===== src/rtl/car_parking_system.sv =====
// Car-park gate controller: password-checking Moore FSM driving lamps and a status digit.
// Optional build macro CAR_PARKING_BLINK_EN makes the red lamp blink while the password is wrong.
`default_nettype none

module car_parking_system #(
  parameter int         WAIT_CYCLES = 3,
  parameter logic [1:0] PASS1       = 2'b01,
  parameter logic [1:0] PASS2       = 2'b10
) (
  input  logic       clk,
  input  logic       reset,
  input  logic       entrance_sensor,
  input  logic       exit_sensor,
  input  logic [1:0] password_user1,
  input  logic [1:0] password_user2,
  output logic       green_light,
  output logic       red_light,
  output logic [6:0] hex1
);

  localparam int CNT_W = $clog2(WAIT_CYCLES + 1);
  localparam logic [CNT_W-1:0] CNT_LAST = CNT_W'(WAIT_CYCLES - 1);
  localparam logic [CNT_W-1:0] CNT_MAX  = CNT_W'(WAIT_CYCLES);

  localparam logic [6:0] SEG_BLANK = 7'b1111111;
  localparam logic [6:0] SEG_E     = 7'b0000110;
  localparam logic [6:0] SEG_F     = 7'b0001110;
  localparam logic [6:0] SEG_G     = 7'b1000010;
  localparam logic [6:0] SEG_S     = 7'b0010010;

  typedef enum logic [2:0] {
    S_IDLE       = 3'd0,
    S_WAIT_PASS  = 3'd1,
    S_WRONG_PASS = 3'd2,
    S_RIGHT_PASS = 3'd3,
    S_STOP       = 3'd4
  } state_t;

  state_t           state_q, state_d;
  logic [CNT_W-1:0] cnt_q, cnt_d;
  logic             pass_ok;

  assign pass_ok = (password_user1 == PASS1) && (password_user2 == PASS2);

  always_comb begin
    state_d = state_q;
    unique case (state_q)
      S_IDLE:       if (entrance_sensor) state_d = S_WAIT_PASS;
      S_WAIT_PASS:  if (cnt_q == CNT_LAST) state_d = pass_ok ? S_RIGHT_PASS : S_WRONG_PASS;
      S_WRONG_PASS: if (pass_ok) state_d = S_RIGHT_PASS;
      S_RIGHT_PASS: begin
        // Both sensors at once means a second car is following through the open gate.
        if (entrance_sensor && exit_sensor) state_d = S_STOP;
        else if (exit_sensor)               state_d = S_IDLE;
      end
      S_STOP:       if (pass_ok) state_d = S_RIGHT_PASS;
      default:      state_d = S_IDLE;
    endcase
  end

  always_comb begin
    cnt_d = '0;
    if (state_q == S_WAIT_PASS && state_d == S_WAIT_PASS)
      cnt_d = (cnt_q == CNT_MAX) ? cnt_q : cnt_q + 1'b1;
  end

  always_ff @(posedge clk or negedge reset) begin
    if (!reset) begin
      state_q <= S_IDLE;
      cnt_q   <= '0;
    end else begin
      state_q <= state_d;
      cnt_q   <= cnt_d;
    end
  end

`ifdef CAR_PARKING_BLINK_EN
  logic blink_q, blink_d;

  always_comb begin
    blink_d = 1'b0;
    if (state_d == S_WRONG_PASS)
      blink_d = (state_q == S_WRONG_PASS) ? ~blink_q : 1'b1;
  end

  always_ff @(posedge clk or negedge reset) begin
    if (!reset) blink_q <= 1'b0;
    else        blink_q <= blink_d;
  end
`endif

  always_comb begin
    green_light = 1'b0;
    red_light   = 1'b0;
    hex1        = SEG_BLANK;
    unique case (state_q)
      S_IDLE: ;
      S_WAIT_PASS: begin
        red_light = 1'b1;
        hex1      = SEG_E;
      end
      S_WRONG_PASS: begin
`ifdef CAR_PARKING_BLINK_EN
        red_light = blink_q;
`else
        red_light = 1'b1;
`endif
        hex1      = SEG_F;
      end
      S_RIGHT_PASS: begin
        green_light = 1'b1;
        hex1        = SEG_G;
      end
      S_STOP: begin
        red_light = 1'b1;
        hex1      = SEG_S;
      end
      default: ;
    endcase
  end

endmodule

`default_nettype wire


===== config.mk =====
export PLATFORM = sky130hd
export DESIGN_NAME = car_parking_system
export DESIGN_NICKNAME = d
export VERILOG_FILES = /design/src/rtl/car_parking_system.sv
export SDC_FILE = /design/constraint.sdc
export NUM_CORES = 1
export LEC_CHECK = 0
export ABC_CLOCK_PERIOD_IN_PS = 2350
export CAP_MARGIN = 20
export CORE_AREA = 3 3 40 42
export CTS_CLUSTER_SIZE = 8
export DETAILED_ROUTE_END_ITERATION = 8
export DIE_AREA = 0 0 43 45
export HOLD_SLACK_MARGIN = 0.06
export SYNTH_ARGS = -nofsm -noshare
export SYNTH_HDL_FRONTEND = slang
export SYNTH_SLANG_ARGS = --single-unit
export TNS_END_PERCENT = 100

===== constraint.sdc =====
create_clock -name clk -period 2.35 [get_ports clk]
set_input_delay 0.47 -clock clk [delete_from_list [all_inputs] [get_ports clk]]
set_output_delay 0.47 -clock clk [all_outputs]
set_load 0.005 [all_outputs]

Figure 1. Clock nets (run 1).
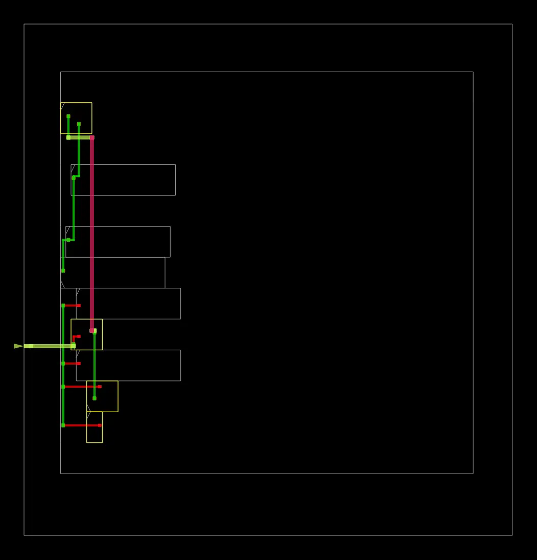
clk_lat worst skew: 0.24 ns
cts bufs inserted: 3
clk sinks: 5
clk_skew: 0.00271 ns

Figure 2. I/O nets highlighted (run 1).
Scale: 8 px per um.
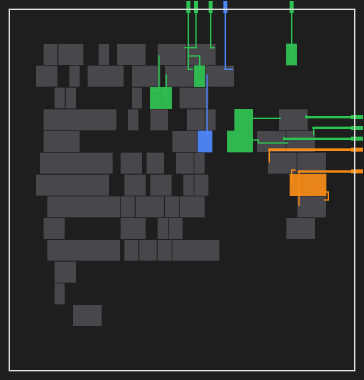
Key: password_user1 = orange [bits 2, direction input, end cells 1, buffers 2, wire 27.8 um]; red_light = blue [bits 1, direction output, end cells 1, buffers 1, wire 15.4 um]; hex1 = green [bits 7, direction output, end cells 6, buffers 6, wire 63.0 um]
port bufs: 15
io pins: 17

Figure 3. The metal 2 layer (run 1).
Scale: 8 px per um. Cells faint in the background.
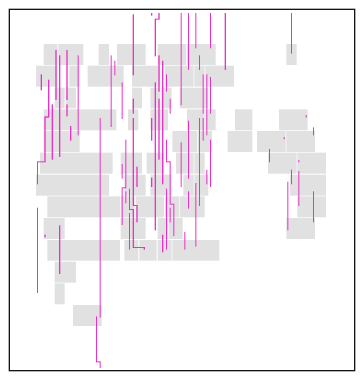
The layer holds 50% of the routed length. The longest straight run is 24.8 um. 57 nets have wire on it.
GRT met2 Usage: 13.5%
routed via count: 356
total wire length: 765 um

==> notes.md, run 1 <==
yosys + openroad results -> run status finished clean, main flop type after synthesis dfrtp_1, Syn-to-layout area delta 40.2%, Final ANT Viol Nets 0, worst setup path class register to primary output, Worst EP required between 1.5 and 2 ns, Fmax 462 MHz, syn_nets 60, setup bufs post-CTS 0, cycle use final 92.0%, max reg flops 3, Rows 13, AND-OR/OR-AND Cells, Area Fraction 15.7%, CTS tree yes, Slew Limit Fails 0, Multiplexer share 2.42%, tool warnings 27, n_diodes 0, drt pass-1 iters 2, global-route wire length before repair 1.15 mm, cell family with most CP delay buffers and inverters, Syn Std Cell Area 414 um2, Synth async-reset ratio 100%, Syn Area/Cell 8.28 um2, Longest Clk Path Bufs 2, routed len/inst 9.56 um, cts hold-fix bufs 0, initial antenna violation count 0, Max-area cell share between 30 and 40%, Setup WS pre-CTS roughly 0.43 ns, xor and xnor area share after synthesis under 10%, leakage power 0.255 nW, Yosys Instances about 50, Post-synth EDFFs 0
==> run 1: through the flow <==
stage / std cells / power, W / cell area [um2] / hold WS (ns)
after global placement: 76 / 0.000613 / 554 / 0.558
final: 80 / 0.000697 / 581 / 0.445
after floorplan: 50 / 0.000424 / 414 / 0.174
after CTS: 80 / 0.000712 / 581 / 0.446
after global routing: 80 / 0.000767 / 581 / 0.451
after detailed placement: 76 / 0.000609 / 554 / 0.575
==> run 1: where the power goes <==
| group | switching, W | leakage, nW | internal [W] |
|---|---|---|---|
| clock network | 0.0000327 | 0.0150 | 0.0000640 |
| registers | 0.0000580 | 0.0647 | 0.000120 |
| logic | 0.000161 | 0.176 | 0.000261 |
==> run 1: final timing paths <==
| path | endpoint | cells after the start |
|---|---|---|
| worst max-delay path | hex1[2] | 4 |
| worst min-delay path | state_q[0]$_DFF_PN0_ | 1 |
| worst max register to register | state_q[0]$_DFF_PN0_ | 5 |
| worst min register to register | cnt_q[1]$_DFFE_PN0P_ | 2 |
| max in group asynchronous | cnt_q[0]$_DFFE_PN0P_ | 1 |
| min in group clk | cnt_q[1]$_DFFE_PN0P_ | 2 |
==> run 1: area by class of cell <==
type                       count  area (um2)  area share (%)
timing repair buffer          16         158            27.2
clock buffer                   4        26.3            4.53
tap                           15        18.8            3.23
multi-input combinational     38         245            42.2
inverter                       2        7.51            1.29
sequential                     5         125            21.6
==> run 1: per-layer routing <==
metal / part of all wire (%) / track usage [%]
met1: 41 / 9.31
met2: 50 / 13.5
met3: 7.5 / 0.797
met4: 2.2 / 7.23
met5: 0 / 0
==> run 1: worst reg2reg max path: cells and delay by family, from the launching register on <==
kind                     cells  cell delay [ns]
flip-flops                   1             0.38
buffers and inverters        1             0.06
AND-OR/OR-AND                2             0.35
adder cells (fa/ha/maj)      1             0.22
AND/OR/NAND/NOR              1             0.19
Figure 4. Signal wires by layer (run 1).
Scale: 12 px per um. Two of the layers only.
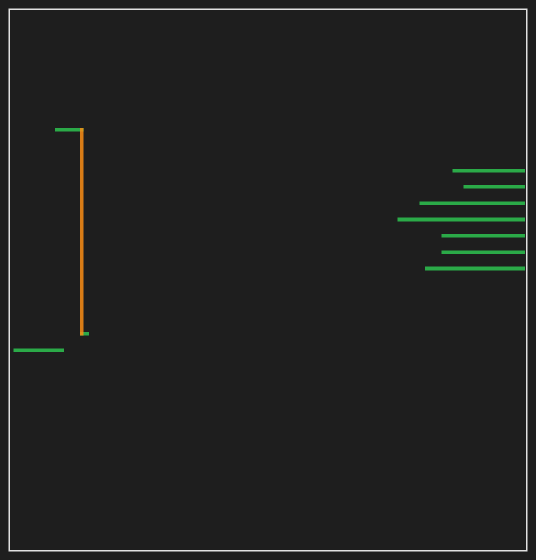

==> run 2: changes to the inputs <==
Settings changed: GPL_ROUTABILITY_DRIVEN set to 1, PLACE_DENSITY set to 0.58.
Figure 5. Signal wires by layer (run 2).
Scale: 12 px per um. Two of the layers only.
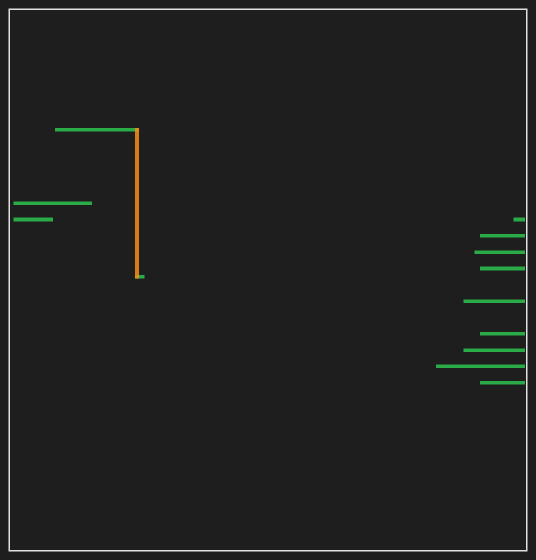
Key: metal 4 = orange [wire length 12.2 um]; metal 3 = green [wire length 51.3 um]
routed len/inst: 9.53 um
GRT Total Usage: 10.1%
total wire length: 772 um

==> run 2 against run 1 <==
Total power up 1.8%; hold slack better by 0.0047 ns; synthesized area did not move; combinational power increased by 6.4%; routed wire length increased by 0.92%; critical path type unchanged; critical endpoint unchanged; largest cell class unchanged.
==> notes.md, run 2 <==
yosys + openroad results -> run status finished clean, Slew Limit Fails 0 (unchanged), met1 usage 11.5% (+2.2 points), worst setup path class register to primary output, leakage power 0.260 nW (+2.0%), Fmax 463 MHz (about the same), global-route wire length before repair 1.44 mm (+25%), largest class logic gates, cts hold-fix bufs 0 (unchanged), Seq/total area 21.3% (-0.28 points), non-clk buf share 28.1% (+0.93 points), Signal buffers 17 (+1), Final ANT Viol Nets 0 (unchanged), Longest Clk Path Bufs 2 (unchanged), Synth async-reset ratio 100% (unchanged), syn_nets 60 (unchanged), cts bufs inserted 3 (unchanged), highest routed layer met4, Syn-to-layout area delta 42.0%, Syn Std Cell Area 414 um2 (unchanged), MI comb cells 38 (unchanged), n_diodes 0 (unchanged), setup bufs post-CTS 0 (unchanged), FF-to-FF path depth 5 (unchanged), drt pass-1 iters 1 (-1), register area 125 um2 (unchanged), max reg flops 3 (unchanged), tool warnings 27 (unchanged), clk sinks 5 (unchanged), Rows 13 (unchanged), Well Taps 15 (unchanged), Syn Area/Cell 8.28 um2 (unchanged), Post-synth EDFFs 0 (unchanged), main flop type after synthesis dfrtp_1, Worst EP required 1.88 ns (about the same), M1 WL 340 um (+9.7%), clk_skew 0.00210 ns (-0.000611 ns), Max-area cell share 30.2% (unchanged), clk_buf instances 4 (unchanged), DP Cell Count 77 (+1.3%)
run 2: cells by family (layout without fill, tap and decap cells):
logic type | count (synthesis) | after routing | share of synthesized area, %
AOI/OAI and AO/OA | 10 | 10 | 15.7
xor gates and xnor gates | 3 | 3 | 6.35
adders and majority gates | 2 | 2 | 6.04
buffers and inverters | 7 | 23 | 10.6
DFF | 5 | 5 | 30.2
muxes | 1 | 1 | 2.42
other | 1 | 1 | 0.905
and+or+nand+nor | 21 | 21 | 27.8
run 2: per-stage QoR:
stage	worst slack, ns	power [W]	hold WS [ns]	cell area (um2)	util, %
3_3_place_gp	0.451	0.000618	0.561	562	43.7
2_1_floorplan	0.843	0.000424	0.174	414	-
4_1_cts	0.172	0.000722	0.448	588	45.8
6_report	0.189	0.000709	0.450	588	45.8
5_1_grt	0.0924	0.000787	0.468	588	45.8
3_5_place_dp	0.436	0.000619	0.559	562	43.7
run 2: critical path, stage by stage, from the launching register on:
cell             delay [ns]
dfrtp_1                0.46
and2b_1                0.23
and2_1                 0.17
nor2_1                 0.10
clkdlybuf4s50_1        0.50
run 2: how the worst min path moves through the flow:
stage          cells past startpoint                 start  slack, ns              endpoint
3_5_place_dp                       2  cnt_q[1]$_DFFE_PN0P_       0.56  cnt_q[1]$_DFFE_PN0P_
2_1_floorplan                      0                 reset       0.17  cnt_q[0]$_DFFE_PN0P_
3_3_place_gp                       2  cnt_q[1]$_DFFE_PN0P_       0.56  cnt_q[1]$_DFFE_PN0P_
4_1_cts                            1                 reset       0.45  state_q[0]$_DFF_PN0_
5_1_grt                            1                 reset       0.47  state_q[0]$_DFF_PN0_
6_report                           1                 reset       0.45  state_q[0]$_DFF_PN0_
run 2: where the power goes:
part           switching (W)  internal [W]
combinational       0.000180      0.000269
sequential         0.0000431      0.000120
clock              0.0000330     0.0000640
==> run 3: changes to the inputs <==
Settings changed: HOLD_SLACK_MARGIN 0.06 to 0.08.
Figure 6. Signal wires by layer (run 3).
Scale: 12 px per um. Two of the layers only.
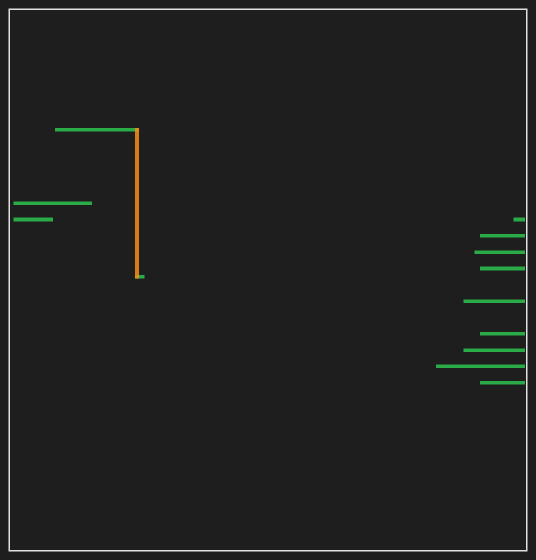
Key: metal 3 = green [wire length 51.3 um]; metal 4 = orange [wire length 12.2 um]
routed via count: 365

==> run 3 against run 2 <==
First-iteration DRC count stayed put; setup slack stayed put; sequential cell count stayed put; sequential share of layout area stayed put; final area stayed put; largest power group unchanged.
==> notes.md, run 3 <==
yosys + openroad results -> total wire length 772 um (unchanged), setup bufs post-CTS 0 (unchanged), cts hold-fix bufs 0 (unchanged), leakage power 0.260 nW (unchanged), GRT Total Usage 10.1% (unchanged), Setup WS pre-CTS 0.436 ns (unchanged), Dominant comb cell simple AND/OR/NAND/NOR gates, Post-synth EDFFs 0 (unchanged), final hold slack 0.450 ns (unchanged), routed len/inst 9.53 um (unchanged), global-route wire length before repair 1.44 mm (unchanged), cts bufs inserted 3 (unchanged), max reg flops 3 (unchanged), worst setup path class register to primary output, Simple-Gate Fraction of Synth Area 27.8% (unchanged), Synth async-reset ratio 100% (unchanged), Tot Pwr 0.000709 W (unchanged), DP Cell Count 77 (unchanged), run status finished clean, setup slack after layout 0.189 ns (unchanged), Final ANT Viol Nets 0 (unchanged), Slew Limit Fails 0 (unchanged), synth top area cells dfrtp_1, nor2_1, ha_1, main flop type after synthesis dfrtp_1, final core utilization 45.8% (unchanged), syn_nets 60 (unchanged), drt pass-1 iters 1 (unchanged), Longest Clk Path Bufs 2 (unchanged), met1 usage 11.5% (unchanged), Syn Std Cell Area 414 um2 (unchanged), final instance area 588 um2 (unchanged), Multiplexer share 2.42% (unchanged), Max-area cell share 30.2% (unchanged), n_diodes 0 (unchanged), clk_skew 0.00210 ns (unchanged)
-- run 3: cell counts in the layout (fill, tap and decap cells not counted) --
No cell type changed its count.
-- run 3: cell type report --
cell class	instances	area (um2)
Fill cell	128	697
Multi-Input combinational cell	38	245
Timing Repair Buffer	17	165
Sequential cell	5	125
Clock buffer	4	26.3
Tap cell	15	18.8
Inverter	2	7.51
-- run 3: where the power goes --
part / switching [W] / total, W / internal [W] / leakage (nW)
clock network: 0.0000330 / 0.0000970 / 0.0000640 / 0.0150
registers: 0.0000431 / 0.000163 / 0.000120 / 0.0647
logic: 0.000180 / 0.000449 / 0.000269 / 0.181
-- run 3: worst max-delay path by stage --
stage              end  depth (start not counted)            startpoint  slack [ns]
2_1_floorplan  hex1[5]                          4  state_q[1]$_DFF_PN0_        0.84
3_3_place_gp   hex1[2]                          4  state_q[0]$_DFF_PN0_        0.45
3_5_place_dp   hex1[2]                          4  state_q[0]$_DFF_PN0_        0.44
4_1_cts        hex1[2]                          4  state_q[0]$_DFF_PN0_        0.17
5_1_grt        hex1[2]                          4  state_q[0]$_DFF_PN0_        0.09
6_report       hex1[2]                          4  state_q[0]$_DFF_PN0_        0.19
-- run 3: layer usage --
layer	routed length, um	vias up
met4	12	0
met3	51	2
met2	368	13
li1	-	197
met5	0	-
met1	340	153
-- run 3: cell families (layout without fill, tap and decap cells) --
group                    count (synthesis)  in the layout
adder cells (fa/ha/maj)                  2              2
AND-OR/OR-AND                           10             10
other                                    1              1
AND/OR/NAND/NOR                         21             21
multiplexers                             1              1
buffers and inverters                    7             23
XOR/XNOR                                 3              3
flip-flops                               5              5
-- run 3: worst max-delay path, cell delays in order, from the launching register on --
cell and delay (ns):
dfrtp_1 0.46, and2b_1 0.23, and2_1 0.17, nor2_1 0.10, clkdlybuf4s50_1 0.50
Power is estimated from default activity; no workload was simulated.
